===== src/rtl/hack_writeback.sv =====
// hack_writeback: commit stage that follows the 16-bit Hack ALU.
// It updates the A and D registers, resolves jumps, advances the PC, and sends
// stores to data memory over a valid/ready handshake. The stage stalls until
// each store has been accepted.
module hack_writeback #(
    parameter int WIDTH     = 16,
    parameter int RESET_PC  = 0,
    parameter int CNT_WIDTH = 32
) (
    input  logic                 clk,
    input  logic                 reset,
    input  logic                 in_valid,
    output logic                 in_ready,
    input  logic [WIDTH-1:0]     instr,
    input  logic [WIDTH-1:0]     alu_out,
    input  logic                 zr,
    input  logic                 ng,
    output logic [WIDTH-1:0]     a_reg,
    output logic [WIDTH-1:0]     d_reg,
    output logic [WIDTH-1:0]     pc,
    output logic [WIDTH-1:0]     mem_addr,
    output logic [WIDTH-1:0]     mem_wdata,
    output logic                 mem_wr_valid,
    input  logic                 mem_wr_ready,
    output logic [CNT_WIDTH-1:0] retired
);

    typedef enum logic {
        IDLE,
        MEM_WR
    } state_t;

    state_t               state_q, state_d;
    logic [WIDTH-1:0]     a_reg_q, a_reg_d;
    logic [WIDTH-1:0]     d_reg_q, d_reg_d;
    logic [WIDTH-1:0]     pc_q, pc_d;
    logic [WIDTH-1:0]     mem_addr_q, mem_addr_d;
    logic [WIDTH-1:0]     mem_wdata_q, mem_wdata_d;
    logic                 mem_wr_valid_q, mem_wr_valid_d;
    logic [CNT_WIDTH-1:0] retired_q, retired_d;

    logic                 is_c_instr;
    logic                 dest_a;
    logic                 dest_d;
    logic                 dest_m;
    logic                 jmp;
    logic [WIDTH-1:0]     pc_inc;
    logic [CNT_WIDTH-1:0] retired_inc;

    // Decode the instruction fields and the jump condition. The condition
    // uses the zr/ng flags that arrive with the instruction; it is never
    // re-derived from alu_out.
    always_comb begin
        is_c_instr  = instr[WIDTH-1];
        dest_a      = instr[5];
        dest_d      = instr[4];
        dest_m      = instr[3];
        jmp         = (instr[2] & ng) | (instr[1] & zr) | (instr[0] & ~ng & ~zr);
        pc_inc      = pc_q + WIDTH'(1);
        retired_inc = retired_q + CNT_WIDTH'(1);
    end

    // Next-state logic. In IDLE, every accepted instruction updates A, D and
    // the PC at once. A store moves the stage to MEM_WR, which holds the
    // request stable until memory takes it and then counts the instruction
    // as retired.
    always_comb begin
        state_d        = state_q;
        a_reg_d        = a_reg_q;
        d_reg_d        = d_reg_q;
        pc_d           = pc_q;
        mem_addr_d     = mem_addr_q;
        mem_wdata_d    = mem_wdata_q;
        mem_wr_valid_d = mem_wr_valid_q;
        retired_d      = retired_q;
        unique case (state_q)
            IDLE: begin
                if (in_valid) begin
                    if (!is_c_instr) begin
                        a_reg_d   = instr;
                        pc_d      = pc_inc;
                        retired_d = retired_inc;
                    end else begin
                        pc_d = jmp ? a_reg_q : pc_inc;
                        if (dest_a) begin
                            a_reg_d = alu_out;
                        end
                        if (dest_d) begin
                            d_reg_d = alu_out;
                        end
                        if (dest_m) begin
                            mem_addr_d     = a_reg_q;
                            mem_wdata_d    = alu_out;
                            mem_wr_valid_d = 1'b1;
                            state_d        = MEM_WR;
                        end else begin
                            retired_d = retired_inc;
                        end
                    end
                end
            end
            MEM_WR: begin
                if (mem_wr_ready) begin
                    mem_wr_valid_d = 1'b0;
                    retired_d      = retired_inc;
                    state_d        = IDLE;
                end
            end
        endcase
    end

    // State registers. Reset is synchronous and discards any pending store
    // without completing its handshake.
    always_ff @(posedge clk) begin
        if (reset) begin
            state_q        <= IDLE;
            a_reg_q        <= '0;
            d_reg_q        <= '0;
            pc_q           <= WIDTH'(RESET_PC);
            mem_addr_q     <= '0;
            mem_wdata_q    <= '0;
            mem_wr_valid_q <= 1'b0;
            retired_q      <= '0;
        end else begin
            state_q        <= state_d;
            a_reg_q        <= a_reg_d;
            d_reg_q        <= d_reg_d;
            pc_q           <= pc_d;
            mem_addr_q     <= mem_addr_d;
            mem_wdata_q    <= mem_wdata_d;
            mem_wr_valid_q <= mem_wr_valid_d;
            retired_q      <= retired_d;
        end
    end

    // Drive the outputs from the registers. in_ready depends only on state.
    always_comb begin
        in_ready     = (state_q == IDLE);
        a_reg        = a_reg_q;
        d_reg        = d_reg_q;
        pc           = pc_q;
        mem_addr     = mem_addr_q;
        mem_wdata    = mem_wdata_q;
        mem_wr_valid = mem_wr_valid_q;
        retired      = retired_q;
    end

endmodule

===== config.mk =====
export PLATFORM = sky130hd
export DESIGN_NAME = hack_writeback
export DESIGN_NICKNAME = d
export VERILOG_FILES = /design/src/rtl/hack_writeback.sv
export SDC_FILE = /design/constraint.sdc
export NUM_CORES = 1
export LEC_CHECK = 0
export CORE_MARGIN = 3
export CORE_UTILIZATION = 47
export DETAILED_ROUTE_END_ITERATION = 8
export PLACE_DENSITY_LB_ADDON = 0.08
export SLEW_MARGIN = 20
export SYNTH_ARGS = -nofsm -noshare
export SYNTH_HDL_FRONTEND = slang
export SYNTH_SLANG_ARGS = --single-unit
export TNS_END_PERCENT = 1

===== constraint.sdc =====
create_clock -name clk -period 2.3 [get_ports clk]
set_clock_uncertainty 0.2 [all_clocks]
set_input_delay 0.23 -clock clk [delete_from_list [all_inputs] [get_ports clk]]
set_output_delay 0.23 -clock clk [all_outputs]
set_load 0.005 [all_outputs]

Figure 1. Cells coloured by class.
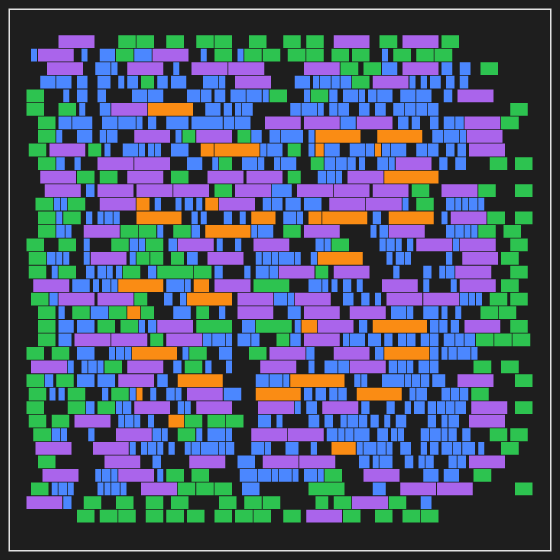
- sequential cells: purple (cells 114)
- clock drivers and dummy loads: orange (cells 32)
- combinational and other logic: blue (cells 453)
- remaining buffers and delay cells: green (cells 174)

Figure 2. Drive-strength map.
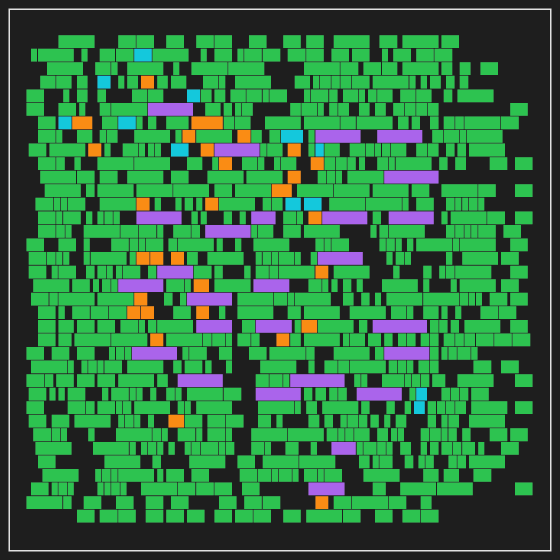
- _2 cells: cyan (cells 12; share 1.6%)
- _6 and larger: purple (cells 26; share 3.4%)
- _0 and _1 cells: green (cells 706; share 91%)
- _3 and _4 cells: orange (cells 29; share 3.8%)

Figure 3. Routing congestion map.
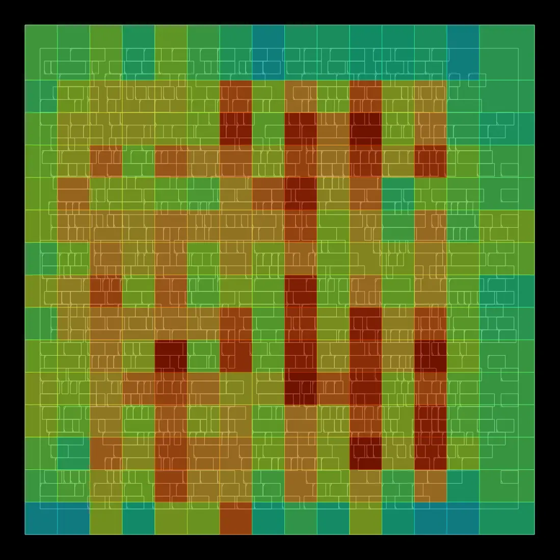
global-route usage over all layers: 0.260
met1 track demand over resource in global routing: 0.340
grt met3 use: 0.0830
met2 Use GR: 0.406
grt peak-use layer: met2

Figure 4. Cell density map.
Scale bar: 20 µm. The die is cut into 11 by 11 equal tiles; dark blue is low, red is high, 0 to 100% covered.
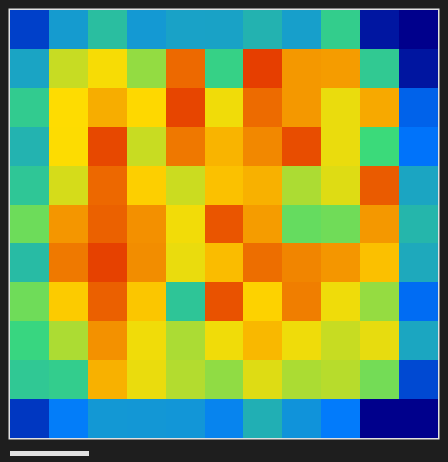
- fullest tile: 93%
- mean over tiles: 61%
- tiles over 75% full: 36%
- nearly empty tiles: 2.5%

Figure 5. Wiring heat map.
Scale bar: 20 µm. The die is cut into 22 by 22 equal tiles; dark blue is low, red is high, scaled to the fullest tile. Values are wire area over tile area, all layers added.
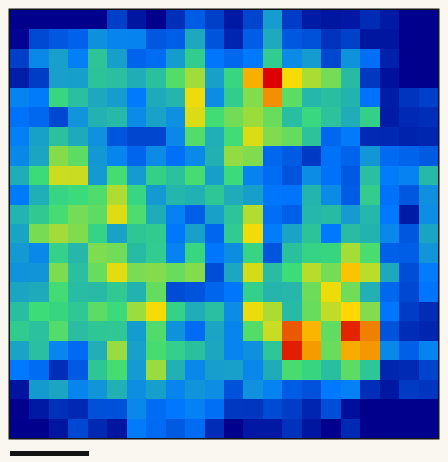
- tiles over half the peak: 19%
- nearly empty tiles: 5.8%
- densest ninth of the die: west
- fullest tile: 0.63
- mean over tiles: 0.21

==> impl_summary.log <==
[flow] summary of implementation run
[metrics] run status: complete, no violations
[metrics] count of maximum capacitance violations: 0
[metrics] library cell with the largest summed area after synthesis: sky130_fd_sc_hd__dfxtp_1
[metrics] power consumption: 0.00523 W
[metrics] average cell area after synthesis: 8.08 µm²
[metrics] CP delay by family, top: simple AND/OR/NAND/NOR gates
[metrics] Flop pwr share: 0.404
[metrics] final cell count without fillers: 906
[metrics] clock latency reported for the late side of the worst-skew pair: 0.50 ns
[metrics] Max power group: the clock network
[metrics] number of placement rows: 36
[metrics] largest class: multi-input combinational cells
[metrics] instance tally after logic synthesis: 609
[metrics] antenna-violating nets left: 0
[metrics] Comb power frac: 0.099
[metrics] number of global-route vias before repair: 4790
[metrics] relative max-transition margin: 0.679
[metrics] Power Combinational: 0.000519 W
[metrics] Simple-Gate Fraction of Synth Area: 0.266
[metrics] cell count listed in synth_stat.txt: 609
[metrics] total of flip-flops plus latches after synthesis: 114
[metrics] total number of H-tree levels: 4
[metrics] number of post-CTS setup repair buffers: 0
[metrics] Layout Utilization: 0.730
[metrics] Critical Setup Path Class: reg2reg
[metrics] Buf+Inv Stages, Crit Path: 0
[metrics] number of hold-slack violations in the final timing report: 0
[metrics] diode count: 0
[metrics] most common cell after layout, fill and taps aside: sky130_fd_sc_hd__clkdlybuf4s50_1
[metrics] arrival time reported for the critical path endpoint: 2.35 ns
[metrics] share of the synthesized netlist area taken by xor and xnor gates: 0.0445
[metrics] category of the worst setup path launch point: flip-flop
[metrics] area of the placeable core: 9950 µm²
[metrics] Area growth, synth to finish: 47.7%
[metrics] post-CTS resize count: 0
[metrics] part of the power in the clock network: 0.496
[metrics] fp util: 0.494
[metrics] fraction of standard cell area in multi-input logic: 0.338
[metrics] critical path data required time: 2.53 ns
[metrics] Area leader share: 0.464
[metrics] maximum resistive drop on vdd: 0.000531 V
[metrics] TritonCTS clock tree: yes
[metrics] Die Ht: 108 µm
[metrics] DRC errors left: 0
[metrics] router iterations before antenna repair: 4
[metrics] post-synthesis net count: 649
[metrics] distinct lib cells: 43
[metrics] register share after synthesis: 0.464
[metrics] Max Buffers Root-to-Sink: 2
[metrics] hpwl dp: 10600 µm
[metrics] adder and majority cell fraction of the synthesized area: 0.00509
[metrics] main kind of combinational logic by area: simple AND/OR/NAND/NOR gates
[metrics] most numerous cell types in the synthesized netlist: sky130_fd_sc_hd__nand2_1, sky130_fd_sc_hd__dfxtp_1, sky130_fd_sc_hd__a21oi_1
[metrics] vias per std cell: 5.55
[metrics] worst hold margin: 0.156 ns
[metrics] number of fillers in the final layout: 771
[metrics] largest net degree at the start of global routing: 72
[metrics] multi-input logic area: 2460 µm²
[metrics] sequential power: 0.00212 W
[metrics] tapcell count: 133
[metrics] Leak: 2.52 nW
[metrics] die span in x: 108 µm
[metrics] initial antenna violation count: 0
[metrics] Async S/R FF share, synth: 0
[metrics] share of final-layout standard cells stronger than drive strength 1: 0.0867
[metrics] library cell with the highest instance count after synthesis: sky130_fd_sc_hd__nand2_1
[metrics] end point of the critical path: retired[22]$_SDFFE_PP0P_
[metrics] number of instances in the placed design: 873
[metrics] number of flops mapped to enable cells by yosys: 0
[metrics] area figure in the yosys stat output: 4920 µm²
[metrics] path category of the worst min-delay check: in2reg
[metrics] chip area: 11700 µm²
[metrics] clock distribution area overhead in the final layout: 0.0817
[metrics] most frequent cells in the layout: sky130_fd_sc_hd__clkdlybuf4s50_1, sky130_fd_sc_hd__nand2_1, sky130_fd_sc_hd__dfxtp_1
[metrics] Syn. warnings: 0
[metrics] hold worst-path end: mem_wdata[10]$_SDFFE_PP0P_
[metrics] start point of the critical path: retired[8]$_SDFFE_PP0P_
[metrics] Internal Power: 0.00399 W
[metrics] clock-pin slew on the worst setup and hold paths: 0.06 ns
[metrics] proportion of synthesized area in mux cells: 0.0285
No activity file was given, so power comes from the tool's default toggle rates.
